[config.mk]
export PLATFORM = sky130hd
export DESIGN_NAME = bcd_display_ctrl
export DESIGN_NICKNAME = d
export VERILOG_FILES = /design/src/rtl/bcd_display_ctrl.sv
export SDC_FILE = /design/constraint.sdc
export NUM_CORES = 1
export LEC_CHECK = 0
export ABC_CLOCK_PERIOD_IN_PS = 1800
export CAP_MARGIN = 20
export CORE_ASPECT_RATIO = 0.8
export CORE_UTILIZATION = 42
export DETAILED_ROUTE_END_ITERATION = 10
export PLACE_DENSITY = 0.73
export SYNTH_ARGS = -nofsm -noshare
export SYNTH_HDL_FRONTEND = slang
export SYNTH_SLANG_ARGS = --single-unit
[constraint.sdc]
create_clock -name clk -period 1.8 [get_ports clk]
set_input_delay 0.18 -clock clk [delete_from_list [all_inputs] [get_ports clk]]
set_output_delay 0.18 -clock clk [all_outputs]
set_load 0.01 [all_outputs]
[src/rtl/bcd_display_ctrl.sv]
// Sequential binary-to-BCD converter (shift-add-3, one bit per clock) feeding the digit decoders.
// Optional macro LEADING_ZERO_BLANK_EN enables leading-zero blanking; otherwise blank is all zeros.
module bcd_display_ctrl #(
    parameter int BIN_W   = 14,
    parameter int DIGITS  = 4,
    parameter int MAX_VAL = 9999
) (
    input  logic                  clk,
    input  logic                  reset,
    input  logic                  start,
    input  logic [BIN_W-1:0]      bin_in,
    output logic                  busy,
    output logic                  done,
    output logic [4*DIGITS-1:0]   bcd_out,
    output logic [DIGITS-1:0]     blank,
    output logic                  overflow
);
    // One spare scratch nibble so values up to 2^BIN_W-1 never spill into the low digits.
    localparam int SW = 4 * (DIGITS + 1);
    localparam int CW = $clog2(BIN_W);

    // Handshake: start is accepted on any edge where busy=0; done pulses for one
    // cycle exactly when bcd_out/blank/overflow take their new values.
    typedef enum logic {IDLE, SHIFT} state_t;

    state_t                  state;
    state_t                  state_n;
    logic [BIN_W-1:0]        shift_reg;
    logic [SW-1:0]           scratch;
    logic [SW-1:0]           adjusted;
    logic [SW-1:0]           scratch_n;
    logic [BIN_W-1:0]        shift_n;
    logic [SW+BIN_W-1:0]     wide_n;
    logic [CW-1:0]           cnt;
    logic                    ov_pend;
    logic                    accept;
    logic                    last;
    logic                    done_q;
    logic                    ov_q;
    logic [4*DIGITS-1:0]     bcd_q;
    logic [4*DIGITS-1:0]     result;

    assign accept = (state == IDLE) && start;
    assign last   = (state == SHIFT) && (cnt == CW'(BIN_W - 1));

    always_ff @(posedge clk) begin
        if (reset) begin
            state <= IDLE;
        end else begin
            state <= state_n;
        end
    end

    always_comb begin
        state_n = state;
        case (state)
            IDLE:    if (start) state_n = SHIFT;
            SHIFT:   if (last)  state_n = IDLE;
            default: state_n = IDLE;
        endcase
    end

    always_comb begin
        busy = (state == SHIFT);
    end

    always_comb begin
        adjusted = scratch;
        for (int i = 0; i < DIGITS + 1; i++) begin
            if (scratch[4*i +: 4] >= 4'd5) begin
                adjusted[4*i +: 4] = scratch[4*i +: 4] + 4'd3;
            end
        end
        wide_n = {adjusted, shift_reg} << 1;
    end

    assign scratch_n = wide_n[SW+BIN_W-1:BIN_W];
    assign shift_n   = wide_n[BIN_W-1:0];
    assign result    = scratch_n[4*DIGITS-1:0];

    always_ff @(posedge clk) begin
        if (reset) begin
            shift_reg <= '0;
            scratch   <= '0;
            cnt       <= '0;
            ov_pend   <= 1'b0;
            done_q    <= 1'b0;
            ov_q      <= 1'b0;
            bcd_q     <= '0;
        end else begin
            done_q <= 1'b0;
            if (accept) begin
                shift_reg <= bin_in;
                scratch   <= '0;
                cnt       <= '0;
                ov_pend   <= (bin_in > BIN_W'(MAX_VAL));
            end else if (state == SHIFT) begin
                shift_reg <= shift_n;
                scratch   <= scratch_n;
                cnt       <= cnt + CW'(1);
                if (last) begin
                    done_q <= 1'b1;
                    ov_q   <= ov_pend;
                    bcd_q  <= ov_pend ? {DIGITS{4'h9}} : result;
                end
            end
        end
    end

    assign done     = done_q;
    assign overflow = ov_q;
    assign bcd_out  = bcd_q;

`ifdef LEADING_ZERO_BLANK_EN
    logic [DIGITS-1:0] blank_q;
    logic [DIGITS-1:0] blank_n;
    logic              zero_run;

    // A digit goes dark only when it and every digit above it are zero.
    always_comb begin
        blank_n  = '0;
        zero_run = 1'b1;
        for (int i = DIGITS - 1; i > 0; i--) begin
            zero_run   = zero_run & (result[4*i +: 4] == 4'd0);
            blank_n[i] = zero_run;
        end
    end

    always_ff @(posedge clk) begin
        if (reset) begin
            blank_q <= {{(DIGITS-1){1'b1}}, 1'b0};
        end else if (last) begin
            blank_q <= ov_pend ? '0 : blank_n;
        end
    end

    assign blank = blank_q;
`else
    assign blank = '0;
`endif

endmodule

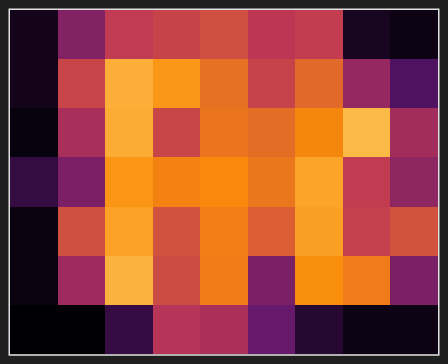
Run 1: local utilization
The die is cut into 9 by 7 equal tiles; black is low, pale yellow is high, 0 to 100% covered.
emptiest ninth of the die	lower left
tiles over 75% full	16%
fullest tile	85%
densest ninth of the die	center
mean over tiles	47%
nearly empty tiles	3.2%
starting density of the core: 44.3%
Finished Core Util: 53.8%

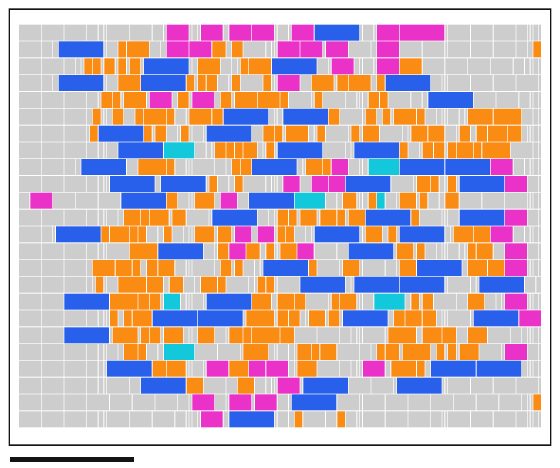
Run 1: cells colored by class
The bar under the picture is 20 um long. Fill, decap, tap and diode cells in gray.
class	color	cells
all other logic	orange	206
clock drivers and dummy loads	cyan	7
flip-flops	blue	54
other buffers and delay cells	magenta	46
post-route cell area: 2970 sq um
share of the final layout cell area in sequential cells: 36.3%
placement row count: 24

==> commit_impl_results.txt, run 1 <==
Record implementation results from latest flow run

- Die width: between 80 and 90 um
* Post-placement worst setup slack: roughly 0.22 ns
- Post-placement cell count: ~380
- The most used flip-flop cell after synthesis is dfxtp_1.
- Via count of the first global-routing pass: around 1.9k
- Count leader, synth: dfxtp_1
- Std-Cell Core Area: 5530 sq um
- Per the run report, area growth between synthesis and finish was 21.4%.
* Yosys stat area: 2450 sq um
- For hold timing, the worst endpoint is overflow.
- Gates resized during post-CTS repair numbered 0.
- Clock network fraction of total power: 29.4%
- The worst setup path is captured at a primary output.
* Async SR Flop Fraction: 0%
- Routed wl met3: around 190 um
- Total combinational power: 291 uW
- Result of the run: finished clean
- For this run, the number of Yosys warnings is 0.
- Sink count of the clock tree: 54
- Looking at the reg2reg group, the worst path starts from scratch[5].
- The critical path goes through buf_4 > clkdlybuf4s50_1.
* Clock tree from TritonCTS: done
- After its last routability iteration, the placer logged a weighted congestion of 0.724.
* Final worst-path setup slack: 0.164 ns
* Final Total Pwr: 2210 uW
- Met2 GRT Util: 30.0%
- The final layout contains a sequential cell count of 54.
* Reg-to-reg endpoint: scratch[6]
- Sw Ratio: 25.8%
- Summed over all nets, wire length on met2 after detailed routing comes to roughly 2400 um.
- Buffer-and-inverter tally for the worst setup path: 2
- Remaining DRCs: 0
- CTS added clock buffers totalling 5.
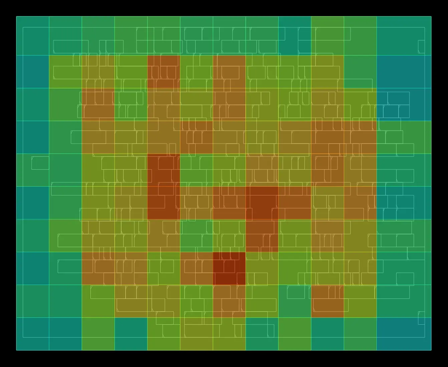
Run 1: routing congestion map
GR Util met3: 4.14%
overall routing resource usage: 18.2%
detailed-route wire length per cell: 13.2 um

Run 1, metal layers overlaid:
The bar under the picture is 20 um long. Only two layers are drawn.
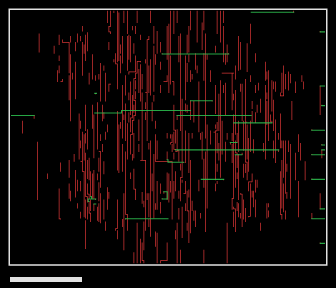

==> run 2: changes to the inputs <==
- RECOVER_POWER: unset -> 50
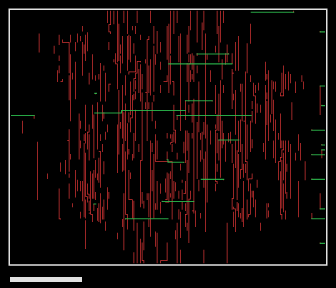
Run 2: metal layers overlaid
The bar under the picture is 20 um long. Only two layers are drawn.
layer	color	wire length
met3	green	156 um
met2	red	2390 um
via count of the routed design: 1951
WL final: 5170 um

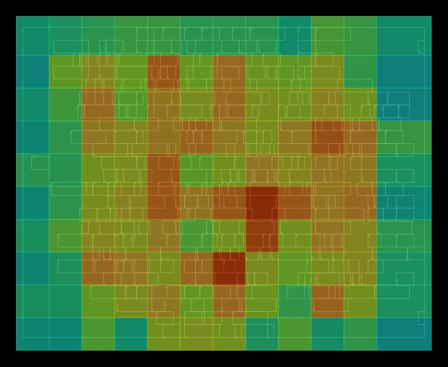
Run 2: routing congestion map
met2 GRT Util: 30.0%
Finished Core Util: 53.6%
GRT busiest layer: met2
met1 track utilization from global routing: 23.2%
detailed-route wire length per cell: 13.2 um

==> commit_impl_results.txt, run 2 <==
Record implementation results from latest flow run

- Post-placement cell count: 384 (unchanged)
- The routed length on met2 was 2390 um (+0.46%).
- TritonCTS built the clock tree.
- The synthesis report names the predominant flop master as dfxtp_1.
* Area growth syn-to-layout: 21.0%
* Yosys stat area: 2450 sq um (unchanged)
- Yosys instantiated no cell more often than dfxtp_1.
* Clock network fraction of total power: 29.5% (about the same)
* Final Total Pwr: 2200 uW (-0.20%)
- Worst R2R Start: scratch[5]
- The run finished with clean final reports.
- The worst setup path is captured at a primary output.
* Routed wl met3: 156 um (-16%)
- The horizontal die dimension was 87.4 um (unchanged).
- Buffer-and-inverter tally for the worst setup path: 2 (unchanged)
- Before antenna repair, the detailed router went through 4 iterations.
- Of the synthesized area, sequential elements account for 44.1%.
- The worst setup slack before clock tree synthesis was 0.225 ns (unchanged).
- Worst Hold Endpoint: overflow
* Commonest cells in the synthesized netlist: 54 x dfxtp_1, 50 x nor2_1, 24 x a21oi_1, 15 x a211oi_1, 15 x mux2i_1
- Yosys shows that the main logic family after synthesis is simple AND/OR/NAND/NOR gates.
- The total clock buffers created by CTS was 5 (unchanged).
- Via count of the first global-routing pass: 1856 (unchanged)
- Synthesized instance count: 279
* Reg-to-reg endpoint: scratch[6]
- Final weighted congestion in routability-driven placement: 0.724 (unchanged)
* Number of resized instances in the post-cts repair step: 0 (unchanged)
- Post-route cell area: 2960 sq um (-0.34%)
* Starting density of the core: 44.3% (unchanged)
* Placement row count: 24 (unchanged)
- GR Util met3: 4.14% (unchanged)
* Ordered cell list for the critical path: buf_4 > clkdlybuf4s50_1
* Remaining DRCs: 0 (unchanged)
* Std-Cell Core Area: 5530 sq um (unchanged)
- The layout sequential cell count is 54 (unchanged).
- The min-delay analysis places its worst path in the category reg2reg.
- The count of yosys warnings during synthesis was 0 (unchanged).
- Overall routing resource usage: 18.2% (unchanged)
* Clock transition at the registers of the reported paths: 0.09 ns
* Async SR Flop Fraction: 0% (unchanged)
- Largest delay share family, worst path: buffers and inverters
* Total combinational power: 287 uW (-1%)
- Per the OpenROAD timing report, the critical path contains 2 cells.
Run 2, local utilization:
The die is cut into 9 by 7 equal tiles; black is low, pale yellow is high, 0 to 100% covered.
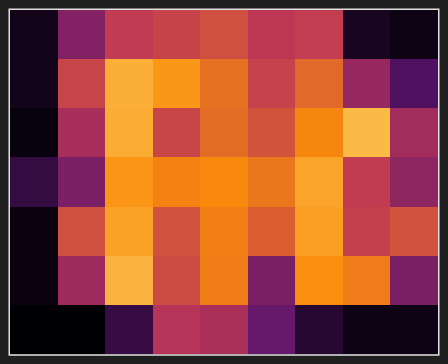

==> run 3: changes to the inputs <==
- CORE_ASPECT_RATIO: 0.8 -> 0.9
- CORE_UTILIZATION: 42 -> 53
- PLACE_DENSITY: 0.73 -> 0.87
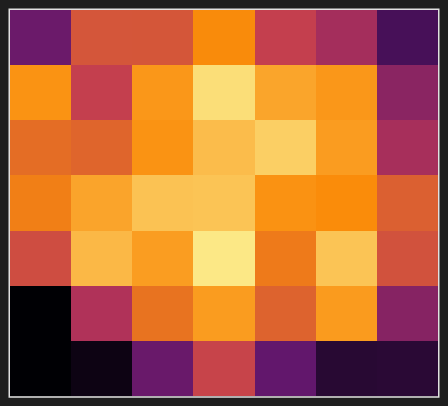
Run 3: local utilization
The die is cut into 7 by 7 equal tiles; black is low, pale yellow is high, 0 to 100% covered.
mean over tiles	59%
nearly empty tiles	4.1%
densest ninth of the die	center
Std-Cell Core Area: 4430 sq um
Finished Core Util: 67.4%
starting density of the core: 55.3%

==> commit_impl_results.txt, run 3 <==
Record implementation results from latest flow run

- Met2 GRT Util: 37.6% (+7.6 points)
- Post-route cell area: 2990 sq um (+0.72%)
- STA classifies the critical path endpoint as a primary output.
* Share of the yosys chip area belonging to registers: 44.1% (unchanged)
- Hold/Removal Path Class: reg2reg
- The count of buffer and inverter cells on the critical path was 1 (-1).
- The met1 routing resource usage after global routing was 26.6% (+3.4 points).
- The layout sequential cell count is 54 (unchanged).
- The placement stage leaves a total instance area of 2890 sq um.
- Post-placement worst setup slack: 0.134 ns (-0.0906 ns)
- Clock network fraction of total power: 33.9% (+4.4 points)
- Looking at the hold checks, the worst path lands on overflow.
* Clock transition at the registers of the reported paths: 0.09 ns (about the same)
- Async SR Flop Fraction: 0% (unchanged)
* Remaining DRCs: 0 (unchanged)
- The flow ran to the end, and the final reports show no timing, DRC or antenna violations.
- Area growth syn-to-layout: 21.9%
- In the placement report, post-DP HPWL is listed as 3610 um.
* Reg-to-reg endpoint: scratch[6]
- Primary FF master, synth: dfxtp_1
- The met3 wire length came to 205 um (+31%).
- Number of warnings issued by yosys: 0 (unchanged)
- The overall power consumption was 2350 uW (+6.8%).
* Dominant kind of combinational cell: simple AND/OR/NAND/NOR gates
- Crit path depth: 1 (-1)
- Final weighted congestion in routability-driven placement: 0.811 (+12%)
- On the critical path the largest part of the delay comes from buffers and inverters.
- Synthesized instance count: 279 (unchanged)
- Traced cell by cell, the critical path runs through clkdlybuf4s50_1.
- The met3 usage was 5.60% (+1.5 points).
- The total clock buffers created by CTS was 5 (unchanged).
- The total global routing track utilization is 22.1% (+3.9 points).
- Yosys stat area: 2450 sq um (unchanged)
- Number of resized instances in the post-cts repair step: 0 (unchanged)
- Count leader, synth: dfxtp_1
* Post-placement cell count: 372 (-3.1%)
- Worst R2R Start: scratch[5]
* Clock tree from TritonCTS: done
- Detailed-routing iteration count for the pre-antenna-repair pass: 4 (unchanged)
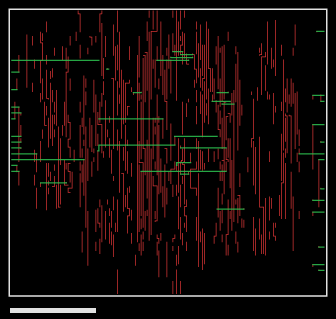
Run 3: metal layers overlaid
The bar under the picture is 20 um long. Only two layers are drawn.
layer	color	wire length
met2	red	2390 um
met3	green	206 um
detailed-route wire length per cell: 12.7 um
via count of the routed design: 2009
WL final: 4840 um


==> screenshots <==
Where the registers sit.
The bar under the picture is 20 um long. Other sequential cells in the stronger gray, the rest of the logic in the fainter gray.
image #1
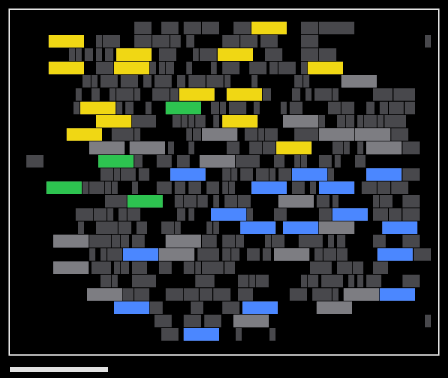
image #2
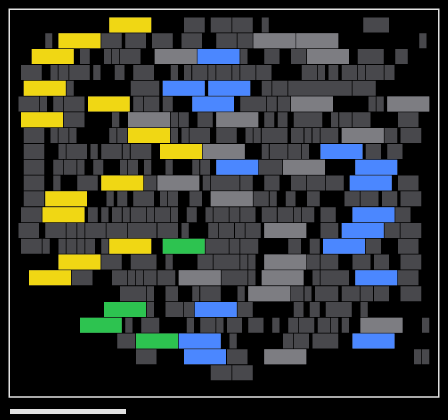
run 1: image #1
run 3: image #2
Of these, largest die: image #1

Power and IR drop assume default switching activity.
